Routed clock nets over the placement:
Drawn at 4 px/um.
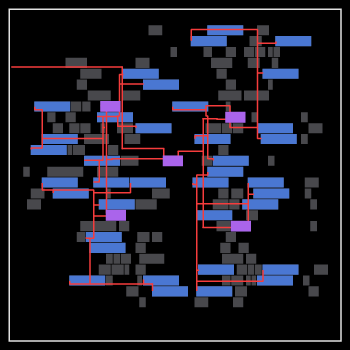
Congestion heat map:
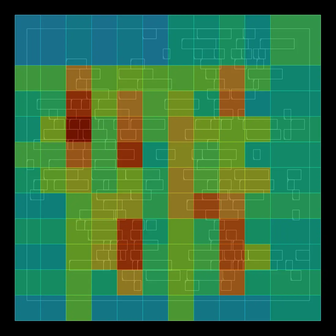
Port wiring:
Drawn at 3 px/um.
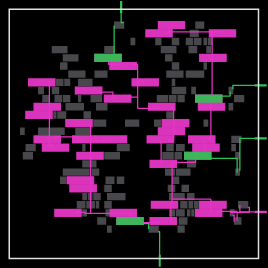
Local utilization:
Drawn at 4 px/um. The die is cut into 8 by 8 equal tiles; dark blue is low, red is high, 0 to 100% covered.
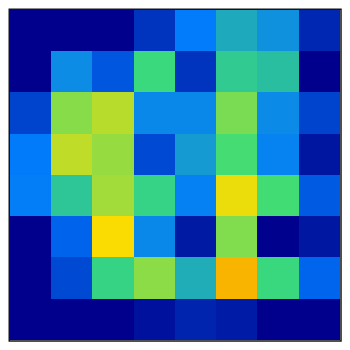
$ cat config.mk
export PLATFORM = sky130hd
export DESIGN_NAME = pb_debounce_array
export DESIGN_NICKNAME = d
export VERILOG_FILES = /design/src/rtl/debounce_pkg.sv /design/src/rtl/debounce_channel.sv /design/src/rtl/pb_debounce_array.sv
export SDC_FILE = /design/constraint.sdc
export NUM_CORES = 1
export LEC_CHECK = 0
export CAP_MARGIN = 40
export CELL_PAD_IN_SITES_DETAIL_PLACEMENT = 0
export CELL_PAD_IN_SITES_GLOBAL_PLACEMENT = 2
export CORE_MARGIN = 3
export CORE_UTILIZATION = 25
export DETAILED_ROUTE_END_ITERATION = 16
export MAX_ROUTING_LAYER = met4
export PLACE_DENSITY_LB_ADDON = 0.1
export SETUP_SLACK_MARGIN = 0.4
export SYNTH_ARGS = -nofsm -noshare
export SYNTH_HDL_FRONTEND = slang
export SYNTH_SLANG_ARGS = --single-unit
$ cat constraint.sdc
create_clock -name Clk -period 1.7 [get_ports Clk]
set_clock_uncertainty 0.15 [all_clocks]
set_input_delay 0.17 -clock Clk [delete_from_list [all_inputs] [get_ports Clk]]
set_output_delay 0.17 -clock Clk [all_outputs]
set_load 0.02 [all_outputs]
$ cat src/rtl/debounce_pkg.sv
// -----------------------------------------------------------------------------
// debounce_pkg
// Shared constants and helpers for the push-button debouncer array.
//   DB_N_CH, DB_STABLE_CYCLES, DB_SYNC_STAGES : default parameter values
//   ST_IDLE / ST_COUNTING                     : per-channel state encodings
//   db_cnt_width(n)                           : stability counter width
// -----------------------------------------------------------------------------
package debounce_pkg;

   localparam int DB_N_CH          = 4;
   localparam int DB_STABLE_CYCLES = 16;
   localparam int DB_SYNC_STAGES   = 2;

   // The state is never stored; it is derived each cycle from s vs. level.
   localparam logic [0:0] ST_IDLE     = 1'b0;
   localparam logic [0:0] ST_COUNTING = 1'b1;

   // Counter only has to reach STABLE_CYCLES-1, so $clog2(n) bits suffice.
   // Clamp to 1 so a degenerate n still yields a legal vector.
   function automatic int db_cnt_width(input int n);
      int w;
      w = $clog2(n);
      return (w < 1) ? 1 : w;
   endfunction

endpackage

$ cat src/rtl/debounce_channel.sv
// -----------------------------------------------------------------------------
// debounce_channel
// One debouncer lane: optional inversion, N-flop synchroniser, stability
// counter, debounced level and single-cycle edge pulses.
// Ports:
//   clk    in  : system clock, rising edge
//   rst_n  in  : asynchronous active-low reset
//   pb_raw in  : raw asynchronous button input
//   level  out : debounced level (registered)
//   rise   out : one-cycle pulse on level 0->1 (registered)
//   fall   out : one-cycle pulse on level 1->0 (registered)
//   rise_d out : next-cycle value of rise, lets the parent register an OR
//                of all lanes in the same cycle as rise
// -----------------------------------------------------------------------------
module debounce_channel
   import debounce_pkg::*;
#(
   parameter int STABLE_CYCLES = DB_STABLE_CYCLES,
   parameter int SYNC_STAGES   = DB_SYNC_STAGES,
   parameter int ACTIVE_LOW    = 0
) (
   input  logic clk,
   input  logic rst_n,
   input  logic pb_raw,
   output logic level,
   output logic rise,
   output logic fall,
   output logic rise_d
);

   localparam int              CW       = db_cnt_width(STABLE_CYCLES);
   localparam logic [CW-1:0]   CNT_LAST = CW'(STABLE_CYCLES - 1);

   logic                   pb_norm;
   logic [SYNC_STAGES-1:0] sync_chain;
   logic                   s;
   logic [CW-1:0]          cnt;
   logic [CW-1:0]          cnt_nxt;
   logic                   level_nxt;
   logic                   fall_d;
   logic [0:0]             state;

   // Normalise polarity before synchronising so "pressed" is always 1.
   assign pb_norm = (ACTIVE_LOW != 0) ? ~pb_raw : pb_raw;
   assign s       = sync_chain[SYNC_STAGES-1];

   // ---- stage boundary: synchroniser ----
   always_ff @(posedge clk or negedge rst_n) begin
      if (!rst_n) begin
         sync_chain <= '0;
      end else begin
         sync_chain <= {sync_chain[SYNC_STAGES-2:0], pb_norm};
      end
   end

   always_comb begin
      cnt_nxt   = cnt;
      level_nxt = level;
      rise_d    = 1'b0;
      fall_d    = 1'b0;
      state     = (s == level) ? ST_IDLE : ST_COUNTING;
      case (state)
         ST_IDLE: begin
            // Any partial mismatch streak is thrown away.
            cnt_nxt = '0;
         end
         default: begin
            if (cnt == CNT_LAST) begin
               // Held long enough: accept the new level and clear.
               level_nxt = s;
               cnt_nxt   = '0;
               rise_d    = s;
               fall_d    = ~s;
            end else begin
               cnt_nxt = cnt + CW'(1);
            end
         end
      endcase
   end

   // ---- stage boundary: counter, level and pulse registers ----
   always_ff @(posedge clk or negedge rst_n) begin
      if (!rst_n) begin
         cnt   <= '0;
         level <= 1'b0;
         rise  <= 1'b0;
         fall  <= 1'b0;
      end else begin
         cnt   <= cnt_nxt;
         level <= level_nxt;
         rise  <= rise_d;
         fall  <= fall_d;
      end
   end

endmodule

$ cat src/rtl/pb_debounce_array.sv
// -----------------------------------------------------------------------------
// pb_debounce_array
// Multi-channel push-button debouncer for the ALU board front end. Each
// channel is an independent debounce_channel; rise pulses are also OR-ed
// into a registered any_rise aligned with pb_rise.
// Ports:
//   Clk      in        : system clock, rising edge
//   Reset    in        : asynchronous active-low reset (0 = reset)
//   pb_in    in  N_CH  : raw asynchronous button inputs
//   pb_level out N_CH  : debounced levels
//   pb_rise  out N_CH  : one-cycle pulses on level 0->1
//   pb_fall  out N_CH  : one-cycle pulses on level 1->0
//   any_rise out 1     : OR of pb_rise, same cycle
// -----------------------------------------------------------------------------
module pb_debounce_array
   import debounce_pkg::*;
#(
   parameter int N_CH          = DB_N_CH,
   parameter int STABLE_CYCLES = DB_STABLE_CYCLES,
   parameter int SYNC_STAGES   = DB_SYNC_STAGES,
   parameter int PB_ACTIVE_LOW = 0
) (
   input  logic            Clk,
   input  logic            Reset,
   input  logic [N_CH-1:0] pb_in,
   output logic [N_CH-1:0] pb_level,
   output logic [N_CH-1:0] pb_rise,
   output logic [N_CH-1:0] pb_fall,
   output logic            any_rise
);

   logic [N_CH-1:0] rise_d;

   for (genvar i = 0; i < N_CH; i++) begin : g_ch
      debounce_channel #(
         .STABLE_CYCLES (STABLE_CYCLES),
         .SYNC_STAGES   (SYNC_STAGES),
         .ACTIVE_LOW    (PB_ACTIVE_LOW)
      ) u_ch (
         .clk    (Clk),
         .rst_n  (Reset),
         .pb_raw (pb_in[i]),
         .level  (pb_level[i]),
         .rise   (pb_rise[i]),
         .fall   (pb_fall[i]),
         .rise_d (rise_d[i])
      );
   end

   // ---- stage boundary: registered OR of next-cycle rise pulses ----
   always_ff @(posedge Clk or negedge Reset) begin
      if (!Reset) begin
         any_rise <= 1'b0;
      end else begin
         any_rise <= |rise_d;
      end
   end

endmodule

==> results.toml <==
# generated from flow reports
[layout]
areaGrowthSynthToFinish_pct = 34.5
largest-register = "g_ch.u_ch.cnt"
finish.instance_area_um2 = 1970
seq_cell_count = 37
largest_reg_flops = 16

[logic_synthesis]
synth_area_leader_cell = "sky130_fd_sc_hd__dfrtp_1"
synth.yosys.seq_area_share = 0.631
syn_area_um2 = 1470
synthMuxAreaShare = 0.0307
yosys_synthesis_chip_area_um2 = 1470
top_cells_by_count = "37 x sky130_fd_sc_hd__dfrtp_1, 12 x sky130_fd_sc_hd__buf_4, 9 x sky130_fd_sc_hd__nor3b_1, 8 x sky130_fd_sc_hd__xnor2_1, 6 x sky130_fd_sc_hd__a21oi_1"

[power_and_ir_drop]
total_power_mw = 1.68
power.combinational.fraction = 0.090

[sta]
rsz_0062_raised_after_global_routing = "true"
finalSetupViolations = 0
achievable-frequency_mhz = 669
final_hold_viol_count = 0

[hold_path]
worstHoldPathType = "primary input to flip-flop"

[clock_tree]
tritoncts = "yes"
cts_setup_buffers = 16
clock-sinks = 37
cts_stage_hold_buffer_count = 1

[drt]
via_per_inst = 4.28

[critical_path]
worst_setup_end_kind = "flip-flop"
cp_cell_sequence = "ha_4 > nand3_4 > nor3b_2 > or4_1"
regToRegEndpoint = "any_rise$_DFF_PN0_"
worst_r2r_startpoint = "g_ch[3].u_ch.cnt[0]$_DFF_PN0_"
timing.critical_path.max_delay_family = "simple AND/OR/NAND/NOR gates"
worst_ep_required_time_ns = 1.71
critPathKind = "flip-flop to flip-flop"
worst_setup_path_endpoint = "any_rise$_DFF_PN0_"
worst_setup_path_start_kind = "flip-flop"

[grt]
grt_util_met1 = 0.107
first_global_vias = 894
top_usage_layer = "met2"
grt_max_degree = 38

[die]
dieWidth_um = 82.6
die-height_um = 82.6

[status]
run_status = "finished clean"

[place]
placement.cell_area_um2 = 1680
Back to the opening pictures, 'routed clock nets over the placement':
Key: purple = clock drivers [count 5]; blue = flip-flops [count 37]; red = clock wires [length 511 um]
There are 6 routed clock nets.
clock insertion delay at the later pin of the skew report: 0.28 ns
power in the clock group: 0.581 mW
clock power share: 0.346

Back to the opening pictures, 'congestion heat map':
met2 track utilization from global routing: 0.131
detail-routed net length per standard cell: 13.2 um

Back to the opening pictures, 'port wiring':
Key: magenta = Reset [bits 1, direction input, end cells 37, buffers 3, wire 302 um]; green = pb_fall [bits 4, direction output, end cells 4, buffers 4, wire 72.7 um]
number of input and output port buffers inserted: 18
boundary pin count: 19

Back to the opening pictures, 'local utilization':
The emptiest ninth of the die: south-west. 1.6% of the tiles are over 75% full. 20% of the tiles are nearly empty. The mean over all tiles is 28%. The fullest tile reaches 80%. The densest ninth of the die: west.
effective utilization at floorplan: 0.261
placeable core region: 5610 um2

Power and IR drop assume default switching activity.
